### src/rtl/loader_pkg.sv
// Shared types and constants for the instruction-memory program loader.
// Imported by the loader top level and its byte-packing sub-module.
package loader_pkg;

  typedef enum logic [2:0] {
    IDLE,
    LEN_LO,
    LEN_HI,
    DATA,
    WRITE,
    DONE,
    ERR
  } state_e;

  localparam int BYTES_PER_WORD = 4;
  localparam int HDR_BYTES      = 2;

  // The core stays in reset whenever the loader owns the memory or failed.
  function automatic logic holds_core(state_e s);
    return (s != IDLE) && (s != DONE);
  endfunction

endpackage

### src/rtl/word_packer.sv
// Collects little-endian stream bytes into 32-bit words.
// word is valid combinationally on the cycle word_full pulses.
module word_packer
  import loader_pkg::*;
(
  input  logic        clk,
  input  logic        rst,
  input  logic        clr,
  input  logic        en,
  input  logic [7:0]  din,
  output logic [31:0] word,
  output logic        word_full
);

  logic [1:0]  idx_q, idx_d;
  logic [23:0] sh_q, sh_d;

  // Older bytes drift toward bit 0, so the first byte lands in [7:0].
  assign word      = {din, sh_q};
  assign word_full = en && (idx_q == 2'(BYTES_PER_WORD - 1));

  always_comb begin
    idx_d = idx_q;
    sh_d  = sh_q;
    if (clr) begin
      idx_d = '0;
      sh_d  = '0;
    end else if (en) begin
      idx_d = idx_q + 2'd1;
      sh_d  = {din, sh_q[23:8]};
    end
  end

  always_ff @(posedge clk or posedge rst) begin
    if (rst) begin
      idx_q <= '0;
      sh_q  <= '0;
    end else begin
      idx_q <= idx_d;
      sh_q  <= sh_d;
    end
  end

endmodule

### src/rtl/instr_mem_loader.sv
// Streams a length-prefixed program into instruction memory
// while holding the core in reset.
module instr_mem_loader
  import loader_pkg::*;
#(
  parameter int DEPTH_WORDS = 64,
  parameter int AW          = 8
) (
  input  logic          CLK,
  input  logic          Reset,
  input  logic          start,
  input  logic          byte_valid,
  input  logic [7:0]    byte_data,
  output logic          byte_ready,
  output logic          IM_WE,
  output logic [AW-1:0] IM_A,
  output logic [31:0]   IM_WD,
  output logic          core_hold,
  output logic          done,
  output logic          err
);

  state_e        state_q, state_d;
  logic [7:0]    len_lo_q, len_lo_d;
  logic [15:0]   cnt_q, cnt_d;
  logic [15:0]   rem_q, rem_d;
  logic [AW-1:0] addr_q, addr_d;
  logic [31:0]   wd_q, wd_d;
  logic          rdy_q, rdy_d;
  logic          we_q, we_d;
  logic          hold_q, hold_d;
  logic          done_q, done_d;
  logic          err_q, err_d;

  logic        accept;
  logic        start_acc;
  logic        pk_en;
  logic [31:0] pk_word;
  logic        pk_full;
  logic [15:0] n_hdr;

  assign accept    = byte_valid && rdy_q;
  assign start_acc = start &&
                     (state_q == IDLE || state_q == DONE || state_q == ERR);
  assign pk_en     = accept && (state_q == DATA);
  assign n_hdr     = {byte_data, len_lo_q};

  word_packer u_packer (
    .clk       (CLK),
    .rst       (Reset),
    .clr       (start_acc),
    .en        (pk_en),
    .din       (byte_data),
    .word      (pk_word),
    .word_full (pk_full)
  );

  always_comb begin
    state_d  = state_q;
    len_lo_d = len_lo_q;
    cnt_d    = cnt_q;
    rem_d    = rem_q;
    addr_d   = addr_q;
    wd_d     = wd_q;
    unique case (state_q)
      IDLE, DONE, ERR: begin
        if (start) begin
          state_d = LEN_LO;
          cnt_d   = '0;
          rem_d   = '0;
          addr_d  = '0;
        end
      end
      LEN_LO: begin
        if (accept) begin
          len_lo_d = byte_data;
          state_d  = LEN_HI;
        end
      end
      LEN_HI: begin
        if (accept) begin
          cnt_d = n_hdr;
          rem_d = n_hdr;
          if (n_hdr == 16'd0) begin
            state_d = DONE;
          end else if (n_hdr > 16'(DEPTH_WORDS)) begin
            state_d = ERR;
          end else begin
            state_d = DATA;
          end
        end
      end
      DATA: begin
        if (pk_full) begin
          wd_d    = pk_word;
          state_d = WRITE;
        end
      end
      WRITE: begin
        addr_d  = addr_q + AW'(BYTES_PER_WORD);
        rem_d   = rem_q - 16'd1;
        state_d = (rem_q == 16'd1) ? DONE : DATA;
      end
      default: state_d = IDLE;
    endcase
  end

  // Outputs are decoded from the next state so they are flop-driven.
  always_comb begin
    rdy_d  = (state_d == LEN_LO) || (state_d == LEN_HI) ||
             (state_d == DATA);
    we_d   = (state_d == WRITE);
    hold_d = holds_core(state_d);
    done_d = (state_d == DONE);
    err_d  = (state_d == ERR);
  end

  always_ff @(posedge CLK or posedge Reset) begin
    if (Reset) begin
      state_q  <= IDLE;
      len_lo_q <= '0;
      cnt_q    <= '0;
      rem_q    <= '0;
      addr_q   <= '0;
      wd_q     <= '0;
      rdy_q    <= 1'b0;
      we_q     <= 1'b0;
      hold_q   <= 1'b0;
      done_q   <= 1'b0;
      err_q    <= 1'b0;
    end else begin
      state_q  <= state_d;
      len_lo_q <= len_lo_d;
      cnt_q    <= cnt_d;
      rem_q    <= rem_d;
      addr_q   <= addr_d;
      wd_q     <= wd_d;
      rdy_q    <= rdy_d;
      we_q     <= we_d;
      hold_q   <= hold_d;
      done_q   <= done_d;
      err_q    <= err_d;
    end
  end

  assign byte_ready = rdy_q;
  assign IM_WE      = we_q;
  assign IM_A       = addr_q;
  assign IM_WD      = wd_q;
  assign core_hold  = hold_q;
  assign done       = done_q;
  assign err        = err_q;

endmodule

### config.mk
export PLATFORM = sky130hd
export DESIGN_NAME = instr_mem_loader
export DESIGN_NICKNAME = d
export VERILOG_FILES = /design/src/rtl/loader_pkg.sv /design/src/rtl/word_packer.sv /design/src/rtl/instr_mem_loader.sv
export SDC_FILE = /design/constraint.sdc
export NUM_CORES = 1
export LEC_CHECK = 0
export CAP_MARGIN = 0
export CORE_MARGIN = 2
export CORE_UTILIZATION = 51
export CTS_BUF_LIST = sky130_fd_sc_hd__clkbuf_4
export DETAILED_ROUTE_END_ITERATION = 7
export GPL_TIMING_DRIVEN = 0
export PLACE_DENSITY_LB_ADDON = 0.05
export SYNTH_ARGS = -nofsm -noshare
export SYNTH_HDL_FRONTEND = slang
export SYNTH_HIERARCHICAL = 1
export SYNTH_SLANG_ARGS = --single-unit
### constraint.sdc
create_clock -name CLK -period 3.9 [get_ports CLK]
set_input_delay 0.39 -clock CLK [delete_from_list [all_inputs] [get_ports CLK]]
set_output_delay 0.39 -clock CLK [all_outputs]
set_load 0.01 [all_outputs]
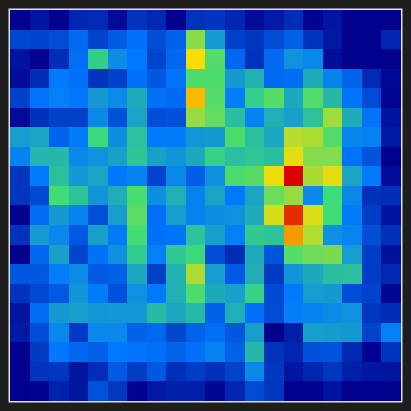
*Wiring heat map*
Scale: 4 px per um. 20 x 20 tiles, from dark blue (low) to red (high), scaled to the fullest tile. Values are wire area over tile area, all layers added.
tiles over half the peak	11%
emptiest ninth of the die	south-east
nearly empty tiles	8.0%
fullest tile	0.67
mean over tiles	0.17
densest ninth of the die	east

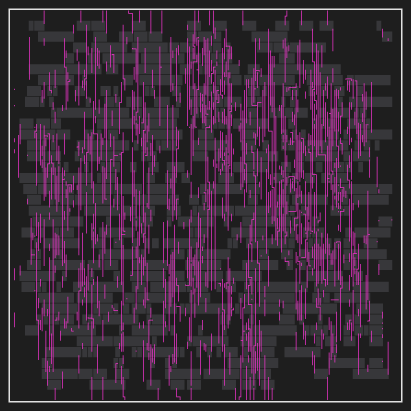
*The metal 2 layer*
Scale: 4 px per um. Cells faint in the background.
share of all routed wire	47%
main direction	vertical
longest straight run	38.1 um
nets with wire on the layer	442
wire length on this layer	4800 um

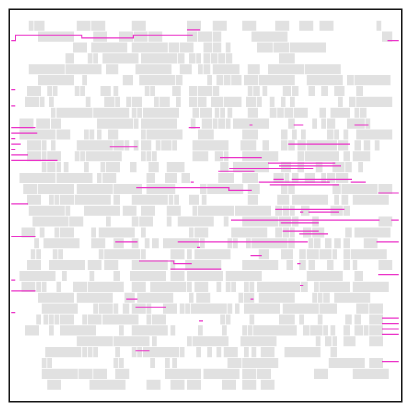
*Met3 routing*
Scale: 4 px per um. Cells faint in the background.
longest straight run	36.8 um
nets with wire on the layer	49
wire length on this layer	491 um
main direction	horizontal
share of all routed wire	4.8%

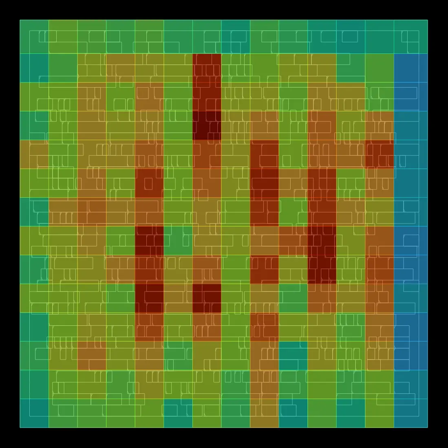
*Routing congestion map*
GRT met3 Usage: 0.0372
M1 GR Usage: 0.323
GR Layer Usage met2: 0.350
GR Util All Layers: 0.226
Routed WL per cell: 16.2 um

==> results_dict.tcl <==
# place-and-route summary
set metrics [dict create \
    yosysUniqueCellTypes 49 \
    hold_slack_ns 0.487 \
    ff_count 96 \
    clock_area_frac 0.0303 \
    dp_slack_ns 0.806 \
    wl_met2_um 4800 \
    path_class "reg2reg" \
    grt_pass1_vias 3415 \
    core_util_floorplan 0.519 \
    p_sw_mw 1.21 \
    tns_ns 0 \
    seq_area_frac 0.451 \
    area_delta_synth_final_pct 18.8 \
    relSlewSlack 0.338 \
    synth.top_cell.area_share 0.536 \
    synthTopCellsByCount "nand2_1 (108), dfrtp_1 (96), nor2_1 (50), o21ai_0 (28), mux2i_1 (27)" \
    reg2reg_slack_ns 1.19 \
    met3_wirelength_um 490 \
    buffers 87 \
    antenna_left 0 \
    cts_setup_buffers 0 \
    warnings 27 \
    power.internal_mw 1.99 \
    comb_power_share 0.363 \
    largest_register_ffs 32 \
    total_power_mw 3.20 \
    nWellTaps 108 \
    ys_sh_xor 0.00781 \
    hold_path_startpoint "u_packer/sh_q[3]" \
    dpl_cell_area_um2 5170 \
    simple_gate_share 0.199 \
    startpoint "state_q[1]" \
    combinationalPower_mw 1.16 \
    diodes 0 \
    synth_compound_gate_area_share 0.102 \
    slowest_stage "dfrtp_1" \
    ys_warn_count 6 \
    lay_top_cells "nand2_1 (108), dfrtp_1 (96), clkdlybuf4s50_1 (54)" \
    htree_levels 3 \
    lay_top_count "nand2_1" \
    via_per_inst 5.49 \
    rsz0062_at_grt "no" \
    power_leakage_nw 2.50 \
    buffer_area_frac 0.143 \
    clkbuf_count 9 \
    dieArea_um2 9560 \
    m1WireLength_um 4800 \
    antenna_found_initial 0 \
    path_clk_slew_ns 0.14 \
    cap_viol_max_count 0 \
    worstMarginPinSlew_ns 0.992 \
    fin_cells 637 \
    seq-power_mw 1.45 \
    cts_hold_buf 0 \
    die_x_um 97.8 \
    routed_wl_um 10300 \
    ys.flop_type "dfrtp_1" \
    worstSetupStartpointType "register" \
    critPathTopFamily "buffers and inverters" \
    cts_tree "built" \
    worst-path-stages 13 \
    clk-insertion-delay-late_ns 0.43 \
    syn_area_um2 4480 \
    syn_avg_cell_area_um2 9.79 \
    globalplace.congestion 0.895 \
    synth.area.mux_share 0.0829 \
    post-synth-top-count-cell "nand2_1" \
    holdPathStages 2 \
    cts_made_buffers 9 \
    cp_cell_sequence "buf_2 -> inv_1 -> nor3_1 -> buf_6 -> buf_12 -> and2_1 -> inv_1 -> or3_1 -> clkbuf_1 -> inv_1 -> buf_2 -> nand2_1 -> nand2_1" \
    adder_share 0.0112 \
    top_logic_kind "simple AND/OR/NAND/NOR gates" \
    seq_power_share 0.452 \
    setup_viol 0 \
    skew_ns 0.0182 \
    dp_hpwl_um 7280 \
    cts-root-buf "clkbuf_4" \
    hp-class "reg2reg" \
    logic_gate_count 318 \
    endpoint "IM_WD[19]" \
    sh_comb_area 0.341 \
    drc 0 \
    cp_max_fo 10 \
    dr.first_iter.drc_count 245 \
    io_buffer_count 54 \
    ys_cells 458 \
    largest_area_cell "dfrtp_1" \
    fin_util 0.617 \
    cts.sinks 96 \
    die_y_um 97.8 \
    dp_cells 621 \
    end_kind "register" \
    clockPowerShare 0.185 \
    ir_drop_uv 237 \
    crit_buf_inv 8 \
    p_sw_frac 0.379 \
    grt_pass1_wl_um 17300 \
    flop_area_um2 2400 \
    final_nets 540 \
    final_area_um2 5330 \
    pg_clk_uw 592 \
    crit_required_ns 4.27 \
    largest_cell_class "sequential cells" \
    critPathMostFrequentCell "inv_1" \
    reg2reg_to "IM_WD[19]" \
    power_leader "sequential cells" \
    rows 34 \
    async_reset_ff_frac 1.00 \
    min_to "IM_WD[3]" \
    drt_pass1_iterations 4 \
    reg2reg_from "state_q[1]" \
    r2r_cells 13 \
    vias 3498 \
    io_pins 57 \
    grt_max_degree 71 \
    ctsResizeCount 0 \
    synth_cells 458 \
    worstPathArrival_ns 3.08 \
    topCellsByArea "dfrtp_1 (54%), nand2_1 (9.0%), mux2i_1 (6.0%)" \
    fin_crit_ns 2.71 \
    edf_count 0 \
    yosys-stat-area_um2 4480 \
    fmax_mhz 369 \
    yosysSeqAreaShare 0.536 \
    status "finished, final reports clean" \
    overflow 0 \
    finalWorstSetupSlack_ns 1.19 \
    p_per_area_nw_per_um2 601 \
]
